File: src/rtl/sync_pkg.sv
// Shared definitions for clock-domain-crossing blocks: handshake FSM states,
// legal synchronizer depth range and the default bus width.
package sync_pkg;

    // Two-state receive handshake FSM, binary encoded.
    typedef enum logic [0:0] {
        IDLE = 1'b0,
        ACK  = 1'b1
    } sync_state_e;

    localparam int SYNC_MIN_STAGES        = 2;
    localparam int SYNC_MAX_STAGES        = 4;
    localparam int SYNC_DEFAULT_BUS_WIDTH = 8;

    // The single-word output slot may take a new word when it is empty or
    // when its current word is being consumed on the same edge.
    function automatic logic slot_free(input logic valid, input logic ready);
        return (!valid) || ready;
    endfunction

endpackage

File: src/rtl/sync_ff_chain.sv
// Multi-flop synchronizer for a single-bit level crossing into clk.
// Resets asynchronously to 0; output is the last flop of the chain.
module sync_ff_chain
    import sync_pkg::*;
#(
    parameter int NUM_STAGES = SYNC_MIN_STAGES
) (
    input  logic clk,
    input  logic rst_n,
    input  logic d_i,
    output logic q_o
);

    logic [NUM_STAGES-1:0] sync_q;

    // Shift the asynchronous level through the chain, one stage per edge.
    always_ff @(posedge clk or negedge rst_n) begin
        if (!rst_n) begin
            sync_q <= {NUM_STAGES{1'b0}};
        end else begin
            sync_q <= {sync_q[NUM_STAGES-2:0], d_i};
        end
    end

    assign q_o = sync_q[NUM_STAGES-1];

endmodule

File: src/rtl/hs_data_sync_rx.sv
// Receive side of a four-phase req/ack bus crossing. The request level is
// synchronized, the source bus is sampled once on acceptance, and the word
// is offered to local logic through a single valid/ready slot. The ack level
// back to the source comes straight from a flop.
module hs_data_sync_rx
    import sync_pkg::*;
#(
    parameter int BUS_WIDTH  = SYNC_DEFAULT_BUS_WIDTH,
    parameter int NUM_STAGES = 2
) (
    input  logic                 clk,
    input  logic                 rst,
    input  logic                 req_async,
    input  logic [BUS_WIDTH-1:0] data_async,
    output logic                 ack,
    output logic [BUS_WIDTH-1:0] dout,
    output logic                 dout_valid,
    input  logic                 dout_ready,
    output logic                 busy
);

    if ((NUM_STAGES < SYNC_MIN_STAGES) || (NUM_STAGES > SYNC_MAX_STAGES)) begin : g_bad_stages
        $error("hs_data_sync_rx: NUM_STAGES must be within 2..4");
    end

    logic                 req_sync_s;
    logic                 slot_free_s;
    logic                 capture_s;
    sync_state_e          state_q, state_d;
    logic                 ack_q, ack_d;
    logic                 busy_q, busy_d;
    logic [BUS_WIDTH-1:0] dout_q, dout_d;
    logic                 dout_valid_q, dout_valid_d;

    sync_ff_chain #(
        .NUM_STAGES (NUM_STAGES)
    ) u_req_sync (
        .clk   (clk),
        .rst_n (rst),
        .d_i   (req_async),
        .q_o   (req_sync_s)
    );

    // Handshake FSM: accept a request only when the slot can take the word,
    // otherwise hold ack low so the source keeps req and data steady.
    always_comb begin
        slot_free_s = slot_free(dout_valid_q, dout_ready);
        capture_s   = 1'b0;
        state_d     = state_q;
        ack_d       = ack_q;
        case (state_q)
            IDLE: begin
                if (req_sync_s && slot_free_s) begin
                    capture_s = 1'b1;
                    state_d   = ACK;
                    ack_d     = 1'b1;
                end else begin
                    ack_d     = 1'b0;
                end
            end
            ACK: begin
                if (!req_sync_s) begin
                    state_d = IDLE;
                    ack_d   = 1'b0;
                end else begin
                    ack_d   = 1'b1;
                end
            end
            default: begin
                state_d = IDLE;
                ack_d   = 1'b0;
            end
        endcase
        busy_d = (state_d == ACK);
    end

    // Output slot: a capture wins over a consume so that capture-and-consume
    // on one edge refills the slot without a bubble.
    always_comb begin
        if (capture_s) begin
            dout_d       = data_async;
            dout_valid_d = 1'b1;
        end else if (dout_valid_q && dout_ready) begin
            dout_d       = dout_q;
            dout_valid_d = 1'b0;
        end else begin
            dout_d       = dout_q;
            dout_valid_d = dout_valid_q;
        end
    end

    // State, ack and slot registers; reset drops ack and discards the slot.
    always_ff @(posedge clk or negedge rst) begin
        if (!rst) begin
            state_q      <= IDLE;
            ack_q        <= 1'b0;
            busy_q       <= 1'b0;
            dout_q       <= {BUS_WIDTH{1'b0}};
            dout_valid_q <= 1'b0;
        end else begin
            state_q      <= state_d;
            ack_q        <= ack_d;
            busy_q       <= busy_d;
            dout_q       <= dout_d;
            dout_valid_q <= dout_valid_d;
        end
    end

    assign ack        = ack_q;
    assign busy       = busy_q;
    assign dout       = dout_q;
    assign dout_valid = dout_valid_q;

endmodule

File: config.mk
export PLATFORM = sky130hd
export DESIGN_NAME = hs_data_sync_rx
export DESIGN_NICKNAME = d
export VERILOG_FILES = /design/src/rtl/sync_pkg.sv /design/src/rtl/sync_ff_chain.sv /design/src/rtl/hs_data_sync_rx.sv
export SDC_FILE = /design/constraint.sdc
export NUM_CORES = 1
export LEC_CHECK = 0
export CAP_MARGIN = 15
export CORE_MARGIN = 4
export CORE_UTILIZATION = 31
export CTS_CLUSTER_DIAMETER = 60
export DETAILED_ROUTE_END_ITERATION = 10
export PLACE_DENSITY = 0.66
export SETUP_SLACK_MARGIN = 0.4
export SLEW_MARGIN = 20
export SYNTH_ARGS = -nofsm -noshare
export SYNTH_HDL_FRONTEND = slang
export SYNTH_SLANG_ARGS = --single-unit
File: constraint.sdc
create_clock -name clk -period 1.6 [get_ports clk]
set_input_delay 0.24 -clock clk [delete_from_list [all_inputs] [get_ports clk]]
set_output_delay 0.24 -clock clk [all_outputs]
set_load 0.05 [all_outputs]
==> CHANGELOG.md <==
## Implementation

* Outcome: finished, final reports clean
* Max Clock Skew at 1.23 ps
* Filler cells at 119
* Top area cell types: dfrtp_1 68%, mux2_2 20%, nor3b_4 4.2%, nand2b_2 2.0%, buf_4 1.7%
* P_clk at ~230 uW
* Synth warn at 0
* Init Core Util at 33.5%
* RSZ-0062 raised after global routing: true
* Die H at approximately 46 um
* Area leader share at 68.0%
* Top cell excl fill/tap: buf_4
* Hold WS at about 320 ps
* Syn avg cell area at 16.4 sq um
* DIE AREA at 0.00209 sq mm
* Tool Warnings at 29
* Area Growth Syn to Fin at 68.8%
* Core area at around 0.0013 sq mm
* Cells after DPL at between 60 and 70
* PwrDens at 1340 mW/mm^2
* Final RePlAce weighted congestion at approximately 0.68
* WL met3 at 121 um
* Post-Syn Nets at 39
* Worst-Skew Late Latency at between 200 and 300 ps
* CTS Hold Buffers Added at 0
* M3 GR Usage at 5.14%
* Top power group: combinational logic
* RR Startpoint: dout_valid
* Nature of the critical path endpoint: register
* Sequential power share at slightly below 40%
* First-pass GRT wire length at 1550 um
* Top sig layer: met3
* Leakage at 0.000353 uW
* Reported net switching power at 349 uW
* Vias in the first global route at 361
* Fmax achieved at just under 0.8 GHz
* CTS max path bufs at 2
* Initial DRT Pass Iterations at 2
* Total global routing overflow at 0
* Slew headroom at 66.1%
* Metal1 wirelength at between 300 and 400 um
* Post-Syn Area at 442 sq um
* Design area at about 750 sq um
* Share of power burned in the clock network at 22.6%
* Slew Limit Fails at 0
* Worst VDD drop at ~700 uV
* Sink Count at 12
* MaxCap Viol Count at 0
* CTS Root Cell: clkbuf_4
* Share of post-route cells with drive strength above 1 at 53.7%
* Grt met2 use at just under 20%
* Comb area at 165 sq um
* Worst r2r path cells at 4
* Clock-pin slew on the worst setup and hold paths at approximately 70 ps
* Tmin final at between 1000 and 1500 ps
* Crit path to: dout[2]
* Seq/Total Area, Yosys at around two thirds
* Critical Path Start Type: register
* CTS tree: done
* Hold Path Class: in2async
* Largest net degree at the start of global routing at 13
* DR iter-0 viols at 1
* Worst path required time at between 1500 and 2000 ps
* R2R Setup Slk at 310 ps
* Final nets at roughly 67
* Initial antenna violation count at 0
* Final hold vios at 0
* Cell type with the largest total area: dfrtp_1
* # DRC at 0
* Global Route met1 Usage at 10.5%
* Die X-Extent at 45.7 um
* Final setup vio count at 0
Yosys cell counts:
cell and instances:
mux2_2 8, nand2b_2 1, nor2_1 2, inv_1 1, buf_4 1, dfrtp_1 12
o21ai_0 1, nor3b_4 1
logic make-up (layout without fill, tap and decap cells):
kind of cell           after synthesis  in the layout  synth area share, %
muxes                                8              8                 20.4
DFF                                 12             12                 68.0
AOI/OAI and AO/OA                    1              1                 1.13
buffers and inverters                2             29                 2.55
and+or+nand+nor                      4              4                 7.93
critical path, delay by kind of cell (launching register included):
kind                   cells  cell delay, ps
muxes                      1             300
buffers and inverters      1             160
and+or+nand+nor            2             280
DFF                        1             420
final cells by class:
type,instances,share of cell area (%)
inverters,1,0.503
well taps,15,2.52
clock buffers,4,4.87
repair buffers,24,29.4
multi-input cells,13,22.1
flip-flops and latches,12,40.6
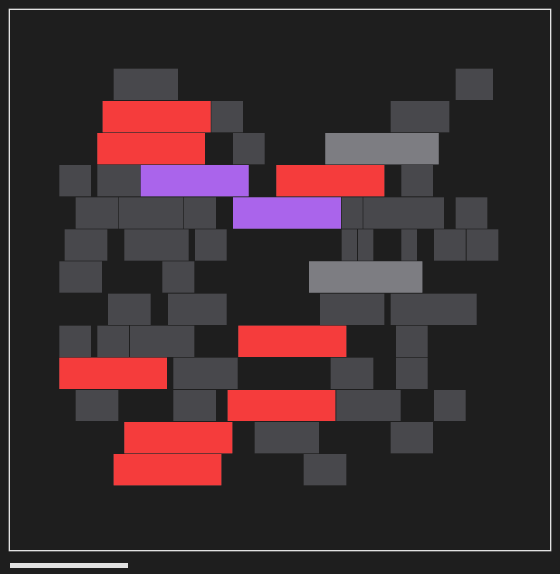
**Above:** where the registers sit.
Bar = 10 um.
Key: `u_req_sync.sync_q` = purple [placed flops 2]; `dout` = red [placed flops 8]
Another 2 sequential cells are not coloured.

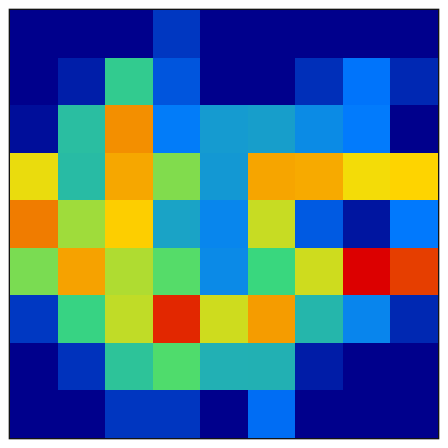
**Above:** routed metal per tile.
The die is cut into 9 by 9 equal tiles; dark blue is low, red is high, scaled to the fullest tile. Values are wire area over tile area, all layers added.
26% of the tiles are nearly empty. 30% of the tiles are over half the peak. The mean over all tiles is 0.077. The emptiest ninth of the die: bottom right. The densest ninth of the die: left middle. The fullest tile reaches 0.23.
DR WL/cell: 13.8 um
Vias: 311
DRT Wirelength: 955 um
GRT Total Usage: 10.6%

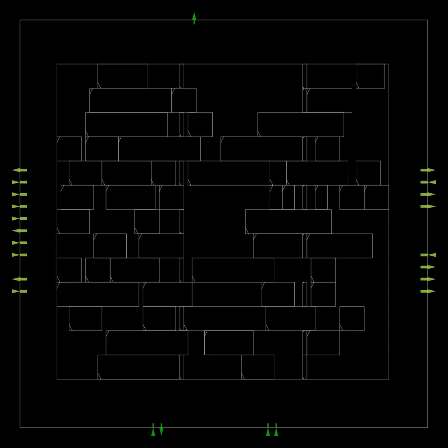
**Above:** placement view.
Cell Rows: 13
registers: 12
Seq/total area: 40.6%
end-of-flow core utilization: 56.6%
final non-filler cell total: 69

No activity file was given, so power comes from the tool's default toggle rates.
